run_1/detail.png
Window x 19 to 69, y 37 to 87 um. Cells in gray, sequential cells in the stronger gray; small squares are vias.
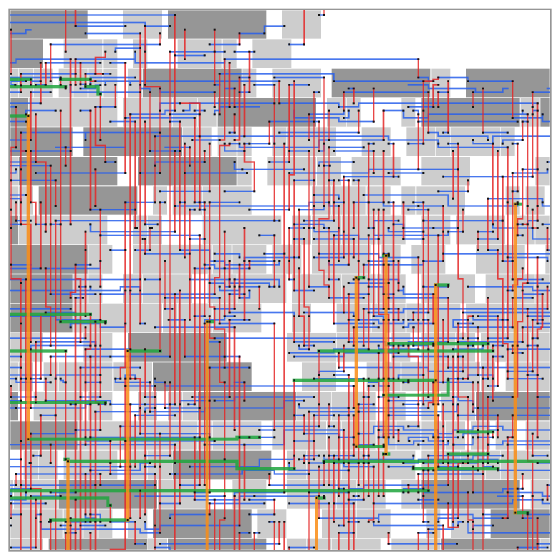
run_1/sizes.png
Drawn at 3 px/um.
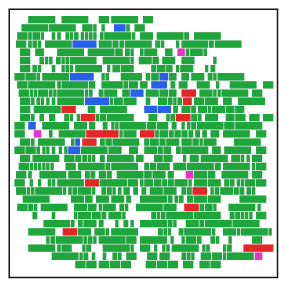
run_1/placement.png
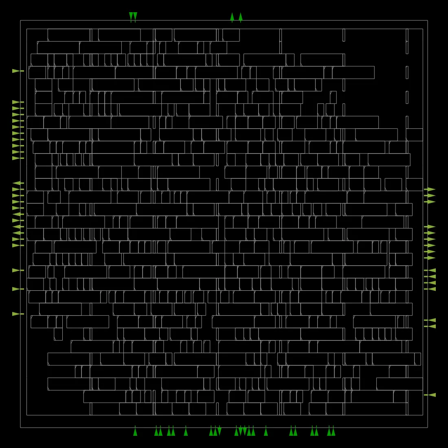
<file path="src/rtl/bcd_to_bin_field.sv">
// bcd_to_bin_field: sequential packed-BCD to binary converter for clock/calendar
// set-mode entry. Processes one digit per cycle, most significant first, then
// holds the result with digit-error and [lo, hi] range flags until consumed.
module bcd_to_bin_field #(
   parameter int DIGITS = 4,
   parameter int BIN_W  = 14
) (
   input  logic                  clk,
   input  logic                  rst_n,
   input  logic                  in_valid,
   output logic                  in_ready,
   input  logic [4*DIGITS-1:0]   bcd,
   input  logic [BIN_W-1:0]      lo,
   input  logic [BIN_W-1:0]      hi,
   output logic                  out_valid,
   input  logic                  out_ready,
   output logic [BIN_W-1:0]      bin,
   output logic                  err_digit,
   output logic                  err_range
);

   localparam int IDX_W = (DIGITS > 1) ? $clog2(DIGITS) : 1;
   localparam logic [IDX_W-1:0] IDX_TOP = IDX_W'(DIGITS - 1);

   typedef enum logic [1:0] {
      IDLE = 2'd0,
      CONV = 2'd1,
      DONE = 2'd2
   } state_t;

   state_t              state_q, state_d;
   logic [BIN_W-1:0]    acc_q, acc_d;
   logic [IDX_W-1:0]    idx_q, idx_d;
   logic [4*DIGITS-1:0] bcd_q, bcd_d;
   logic [BIN_W-1:0]    lo_q, lo_d;
   logic [BIN_W-1:0]    hi_q, hi_d;
   logic                bad_q, bad_d;
   logic [BIN_W-1:0]    bin_q, bin_d;
   logic                err_digit_q, err_digit_d;
   logic                err_range_q, err_range_d;

   // Per-nibble views: illegal-digit detect on the incoming field, and the
   // latched digits for the conversion mux.
   logic [DIGITS-1:0]   nib_bad;
   logic [3:0]          digit_arr [DIGITS];
   logic [3:0]          cur_digit;
   logic [BIN_W-1:0]    acc_step;

   genvar gi;
   generate
      for (gi = 0; gi < DIGITS; gi++) begin : g_nib
         assign nib_bad[gi]   = (bcd[gi*4 +: 4] > 4'd9);
         assign digit_arr[gi] = bcd_q[gi*4 +: 4];
      end
   endgenerate

   assign cur_digit = digit_arr[idx_q];

   // acc*10 + digit as (acc<<3)+(acc<<1)+digit. Only the low BIN_W bits are
   // kept; the carries above them never influence the low bits, so computing
   // at BIN_W is identical to truncating a wider sum, and is lossless whenever
   // the input is legal BCD.
   assign acc_step = (acc_q << 3) + (acc_q << 1) + BIN_W'(cur_digit);

   // Next-state and datapath: accept in IDLE, one digit per cycle in CONV,
   // publish result on the last digit, wait for the consumer in DONE.
   always_comb begin
      state_d     = state_q;
      acc_d       = acc_q;
      idx_d       = idx_q;
      bcd_d       = bcd_q;
      lo_d        = lo_q;
      hi_d        = hi_q;
      bad_d       = bad_q;
      bin_d       = bin_q;
      err_digit_d = err_digit_q;
      err_range_d = err_range_q;
      case (state_q)
         IDLE: begin
            if (in_valid) begin
               bcd_d   = bcd;
               lo_d    = lo;
               hi_d    = hi;
               bad_d   = |nib_bad;
               acc_d   = '0;
               idx_d   = IDX_TOP;
               state_d = CONV;
            end
         end
         CONV: begin
            acc_d = acc_step;
            if (idx_q == '0) begin
               // Illegal digits still take the full DIGITS cycles so timing
               // never depends on data; the result is then forced to zero.
               state_d     = DONE;
               err_digit_d = bad_q;
               bin_d       = bad_q ? '0 : acc_step;
               err_range_d = bad_q ? 1'b0 : ((acc_step < lo_q) | (acc_step > hi_q));
            end else begin
               idx_d = idx_q - IDX_W'(1);
            end
         end
         DONE: begin
            if (out_ready) begin
               state_d = IDLE;
            end
         end
         default: begin
            state_d = IDLE;
         end
      endcase
   end

   // State and datapath registers; reset abandons any request in flight.
   always_ff @(posedge clk or negedge rst_n) begin
      if (!rst_n) begin
         state_q     <= IDLE;
         acc_q       <= '0;
         idx_q       <= '0;
         bcd_q       <= '0;
         lo_q        <= '0;
         hi_q        <= '0;
         bad_q       <= 1'b0;
         bin_q       <= '0;
         err_digit_q <= 1'b0;
         err_range_q <= 1'b0;
      end else begin
         state_q     <= state_d;
         acc_q       <= acc_d;
         idx_q       <= idx_d;
         bcd_q       <= bcd_d;
         lo_q        <= lo_d;
         hi_q        <= hi_d;
         bad_q       <= bad_d;
         bin_q       <= bin_d;
         err_digit_q <= err_digit_d;
         err_range_q <= err_range_d;
      end
   end

   assign in_ready  = (state_q == IDLE);
   assign out_valid = (state_q == DONE);
   assign bin       = bin_q;
   assign err_digit = err_digit_q;
   assign err_range = err_range_q;

endmodule

</file>
<file path="config.mk">
export PLATFORM = sky130hd
export DESIGN_NAME = bcd_to_bin_field
export DESIGN_NICKNAME = d
export VERILOG_FILES = /design/src/rtl/bcd_to_bin_field.sv
export SDC_FILE = /design/constraint.sdc
export NUM_CORES = 1
export LEC_CHECK = 0
export CAP_MARGIN = 25
export CORE_UTILIZATION = 59
export DETAILED_ROUTE_END_ITERATION = 8
export HOLD_SLACK_MARGIN = 0.02
export PLACE_DENSITY = 0.86
export SLEW_MARGIN = 20
export SYNTH_ARGS = -nofsm -noshare
export SYNTH_HDL_FRONTEND = slang
export SYNTH_SLANG_ARGS = --single-unit
</file>
<file path="constraint.sdc">
create_clock -name clk -period 7.2 [get_ports clk]
set_input_delay 1.8 -clock clk [delete_from_list [all_inputs] [get_ports clk]]
set_output_delay 1.8 -clock clk [all_outputs]
set_load 0.005 [all_outputs]
</file>
==> out/metrics.yaml, run 1 <==
timing:
  slew_headroom: 0.373
  slew_viol_final: 0
  setup_tns_ns: 0
  worst_pin_slew_ns: 0.937
  finalSetupViolCount: 0
floorplan:
  coreArea_um2: 7290
  io_pins: 66
  die_h_um: 88.9
  die_x_um: 88.9
placed_design:
  gp_congestion: 0.923
detailed_routing:
  route.detailed.vias_per_inst: 5.74
  route.vias.total: 3653
  firstDrtPassIters: 4
  routed_wl_um: 10200
  wl_per_cell_um: 16.0
layout:
  fin_nets: 633
  final_cell_mix: "nand2_1, dfrtp_1, clkdlybuf4s50_1"
  drive_above_1_share: 0.0540
  nFillCells: 521
  final_common_cell: "nand2_1"
global_routing:
  grt_pass1_vias: 3705
logic_synthesis:
  ys_warn_count: 0
  synthMuxAreaShare: 0.0292
  ys_sh_aoi: 0.160
  xor_share: 0.0197
  ys_async_sr_fraction: 1.00
clock_network:
  clock_tree.root_cell: "clkbuf_8"
  clkTransAtPathRegs_ns: 0.09
  clock_path_buffers: 2
  cts_tree: "built"
  insertion_delay_ns: 0.35
setup_path:
  regToRegEndpoint: "err_range"
  crit_path_start_kind: "register"
  cp_max_fo: 6
  max_stage_delay_ns: 0.55
  timing.critical_path.buf_inv: 2
hold_path:
  hold_depth: 2
run_status:
  status: "complete, no violations"
flow_run:
  drv_cap: 0
About detail.png:
Key: orange = metal 4; green = metal 3; blue = metal 1; red = metal 2
Sequential cells in the window: 25. Most frequent: nand2_1 (36), dfrtp_1 (25), ha_1 (23). Netlist names of flops here include acc_q (10), bcd_q (6), bin (5). 203 logic cells have their middle in the window.

About sizes.png:
Key: green = _0 and _1 cells [cells 508, share 95%]; red = _6 and larger [cells 13, share 2.4%]; magenta = _3 and _4 cells [cells 4, share 0.74%]; blue = _2 cells [cells 12, share 2.2%]
final worst setup slack: 2.97 ns
Non-CTS buffers: 67
Area Overhead vs Synth: 20.3%

About placement.png:
seq_cells: 78
row cnt: 31

[run 1: sequential cells by signal, indices dropped and copies added, names as in the netlist]
name       count
idx_q          2
err_range      1
hi_q          14
lo_q          14
state_q        2
err_digit      1
acc_q         13
bin           14
bcd_q         16
bad_q          1
[run 1: cell type report]
| cell class | instances | area [um2] | share of cell area |
|---|---|---|---|
| tap | 99 | 124 | 0.0231 |
| inverter | 35 | 131 | 0.0245 |
| timing repair buffer | 67 | 683 | 0.127 |
| clock buffer | 10 | 138 | 0.0257 |
| sequential | 78 | 1950 | 0.364 |
| multi-input combinational | 342 | 2270 | 0.424 |
| clock inverter | 5 | 58.8 | 0.0110 |
[run 1: worst max-delay path by stage]
| stage | start | to | slack, ns | cells past startpoint |
|---|---|---|---|---|
| floorplan | idx_q[0] | err_range | 3.40 | 16 |
| global placement | idx_q[0] | err_range | 3.21 | 15 |
| detailed placement | idx_q[0] | err_range | 3.07 | 15 |
| CTS | idx_q[0] | err_range | 3.01 | 15 |
| global route | idx_q[0] | err_range | 2.71 | 13 |
| finish | idx_q[0] | err_range | 2.97 | 15 |
[run 1: per-layer routing]
layer	track usage	vias to the layer above	wire length [um]
li1	-	1752	-
met1	0.370	1761	4470
met2	0.483	117	4990
met3	0.0471	23	474
met4	0.120	0	259
met5	0	-	0
[run 1: metrics by stage]
step / utilization / instance area [um2] / std cells / hold WS, ns
floorplan: - / 4460 / 476 / 0.440
global placement: 0.704 / 5140 / 620 / 0.458
detailed placement: 0.704 / 5140 / 620 / 0.461
CTS: 0.731 / 5330 / 635 / 0.482
global route: 0.735 / 5360 / 636 / 0.510
finish: 0.735 / 5360 / 636 / 0.481
[run 1: cell usage after synthesis, types with 2 or more instances]
| cell | count | area (um2) |
|---|---|---|
| a21o_1 | 11 | 82.6 |
| a21oi_1 | 22 | 110 |
| a221oi_1 | 2 | 17.5 |
| a22o_1 | 8 | 70.1 |
| and3_1 | 2 | 12.5 |
| buf_2 | 5 | 25.0 |
| buf_4 | 2 | 15.0 |
| clkbuf_1 | 13 | 48.8 |
| dfrtp_1 | 78 | 1950 |
| fa_1 | 2 | 40.0 |
| ha_1 | 50 | 626 |
| inv_1 | 35 | 131 |
| mux2_2 | 2 | 22.5 |
| mux2i_1 | 4 | 40.0 |
| mux4_2 | 3 | 67.6 |
| nand2_1 | 111 | 417 |
| nand2b_1 | 5 | 31.3 |
| nand3_1 | 13 | 65.1 |
| nand4_1 | 6 | 37.5 |
| nor2_1 | 11 | 41.3 |
| nor2b_1 | 4 | 25.0 |
| nor3_1 | 2 | 10.0 |
| o211ai_1 | 2 | 15.0 |
| o211ai_2 | 2 | 25.0 |
| o21a_1 | 2 | 15.0 |
| o21ai_0 | 46 | 230 |
| o21ai_1 | 2 | 10.0 |
| o2bb2ai_1 | 3 | 26.3 |
| xnor2_1 | 4 | 35.0 |
| xor2_1 | 6 | 52.6 |
==> run 2, diff against run 1 <==
Settings changed: CORE_UTILIZATION 59 to 55, PLACE_DENSITY 0.86 to 0.81.
Clock period 7.2 ns to 4.31 ns, I/O delays scaled along.
run_2/sizes.png
Drawn at 3 px/um.
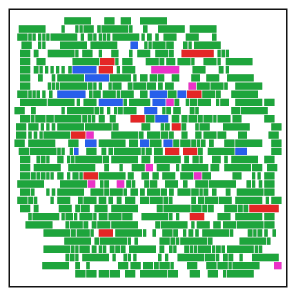
Key: magenta = _3 and _4 cells [cells 9, share 1.7%]; red = _6 and larger [cells 13, share 2.4%]; blue = _2 cells [cells 15, share 2.8%]; green = _0 and _1 cells [cells 504, share 93%]

run_2/placement.png
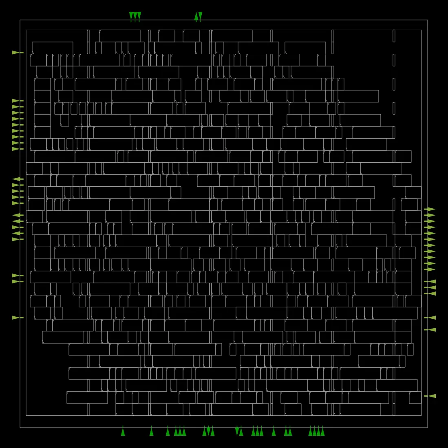
non-filler cells, final: 643
flop share of the area: 0.360
# Taps: 102

==> run 2 against run 1 <==
Net effect: maximum frequency is 4.4% higher; count of clock-buffer cells in the layout unchanged; first-iteration DRC count is 16% lower; clock skew down 0.0062 ns; flip-flop count unchanged; worst hold slack better by 0.0025 ns; wire length fell by 0.27%; area after synthesis unchanged; critical path type unchanged; largest cell class unchanged.
==> out/metrics.yaml, run 2 <==
run_status:
  status: "complete, no violations"  # unchanged
flow_run:
  drv_cap: 0  # unchanged
placed_design:
  placed_area_um2: 5150  # was 5140 um2
  gp_congestion: 0.920  # was 0.923
detailed_routing:
  firstDrtPassIters: 4  # unchanged
  routed_wl_um: 10200  # about the same
  route.vias.total: 3632  # was 3653
  wl_per_cell_um: 15.8  # was 16.0 um
layout:
  syn2layout_area_growth_pct: 21.7  # was 20.3%
  regMostFlops: "bcd_q"  # unchanged
  largest_reg_flops: 16  # unchanged
  fin_nets: 637  # was 633
logic_synthesis:
  synthMuxAreaShare: 0.0292  # unchanged
  xor_share: 0.0197  # unchanged
  synthTopCellsByArea: "dfrtp_1, ha_1, nand2_1"  # unchanged
  netlist_top_cells_count: "nand2_1, dfrtp_1, ha_1"  # unchanged
  ys_async_sr_fraction: 1.00  # unchanged
  top_area_frac: 0.438  # unchanged
  top_cell: "nand2_1"  # unchanged
clock_network:
  clock_tree.root_cell: "clkbuf_8"  # unchanged
  clock_path_buffers: 2  # unchanged
timing:
  finalSetupViolCount: 0  # unchanged
  slew_headroom: 0.342  # was 0.373
  worst_pin_slew_ns: 0.985  # was 0.937 ns
  setup_tns_ns: 0  # unchanged
  slew_viol_final: 0  # unchanged
floorplan:
  die_x_um: 92.0  # was 88.9 um
  rows: 32  # was 31
  io_pins: 66  # unchanged
  die_h_um: 92.0  # was 88.9 um
setup_path:
  cp_max_fo: 6  # unchanged
  crit_path_start_kind: "register"  # unchanged
  critical_path.startpoint: "idx_q[0]"  # unchanged
hold_path:
  hold_depth: 2  # unchanged
run_2/detail.png
Window x 21 to 71, y 39 to 89 um. Cells in gray, sequential cells in the stronger gray; small squares are vias.
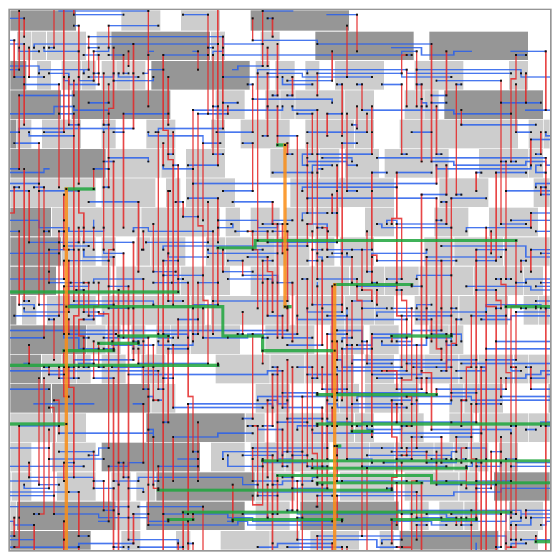
Key: blue = metal 1; red = metal 2; green = metal 3; orange = metal 4
201 logic cells have their middle in the window. Netlist names of flops here include acc_q (9), bcd_q (7), bin (3). Sequential cells in the window: 22. Most frequent: nand2_1 (32), ha_1 (24), dfrtp_1 (22).

-- run 2: cell counts after synthesis --
Identical to the previous run, type by type.
-- run 2: metal layers --
| layer | track usage | share of wire | vias to the layer above |
|---|---|---|---|
| met3 | 0.0448 | 0.054 | 13 |
| li1 | - | - | 1753 |
| met4 | 0.0820 | 0.012 | 0 |
| met2 | 0.438 | 0.49 | 105 |
| met5 | 0 | 0 | - |
| met1 | 0.346 | 0.45 | 1761 |
-- run 2: worst max-delay path by stage --
stage	endpoint	slack, ns	depth (start not counted)
after floorplan	err_range	0.51	16
after global placement	err_range	0.30	15
after detailed placement	err_range	0.14	15
after CTS	err_range	0.11	15
after global routing	err_range	0.01	13
final	err_range	0.26	15
-- run 2: cell type report --
cell class | count | area (um2) | share of cell area
Inverter | 35 | 131 | 0.0242
Timing Repair Buffer | 71 | 713 | 0.132
Multi-Input combinational cell | 342 | 2300 | 0.424
Tap cell | 102 | 128 | 0.0235
Clock inverter | 5 | 58.8 | 0.0108
Clock buffer | 10 | 138 | 0.0254
Sequential cell | 78 | 1950 | 0.360
-- run 2: critical path: stages (launching register included) --
cell	delay, ns
dfrtp_2	0.44
mux4_2	0.52
inv_1	0.08
fa_1	0.40
inv_1	0.11
ha_1	0.27
a211oi_2	0.24
o211ai_2	0.14
a21o_1	0.22
a21oi_2	0.15
xor2_1	0.23
ha_1	0.30
a221oi_1	0.31
o211ai_1	0.15
a21o_1	0.18
a32o_1	0.20
-- run 2: cells by family (layout without fill, tap and decap cells) --
family	Yosys count	after routing
and+or+nand+nor	159	159
AOI/OAI and AO/OA	112	112
DFF	78	78
buffers and inverters	56	121
adders and majority gates	52	52
xor gates and xnor gates	10	10
muxes	9	9
-- run 2: through the flow --
stage / hold WS, ns / utilization / setup slack (ns)
3_5_place_dp: 0.468 / 0.664 / 0.137
5_1_grt: 0.514 / 0.698 / 0.0115
2_1_floorplan: 0.440 / - / 0.510
4_1_cts: 0.486 / 0.689 / 0.107
6_report: 0.484 / 0.698 / 0.259
3_3_place_gp: 0.458 / 0.664 / 0.302
-- run 2: timing repair --
item                                   in CTS  in global routing
gates resized                               0                  5
setup endpoints to repair                   0                  1
buffers inserted                            0                  2
endpoints found under the hold margin       0                  0
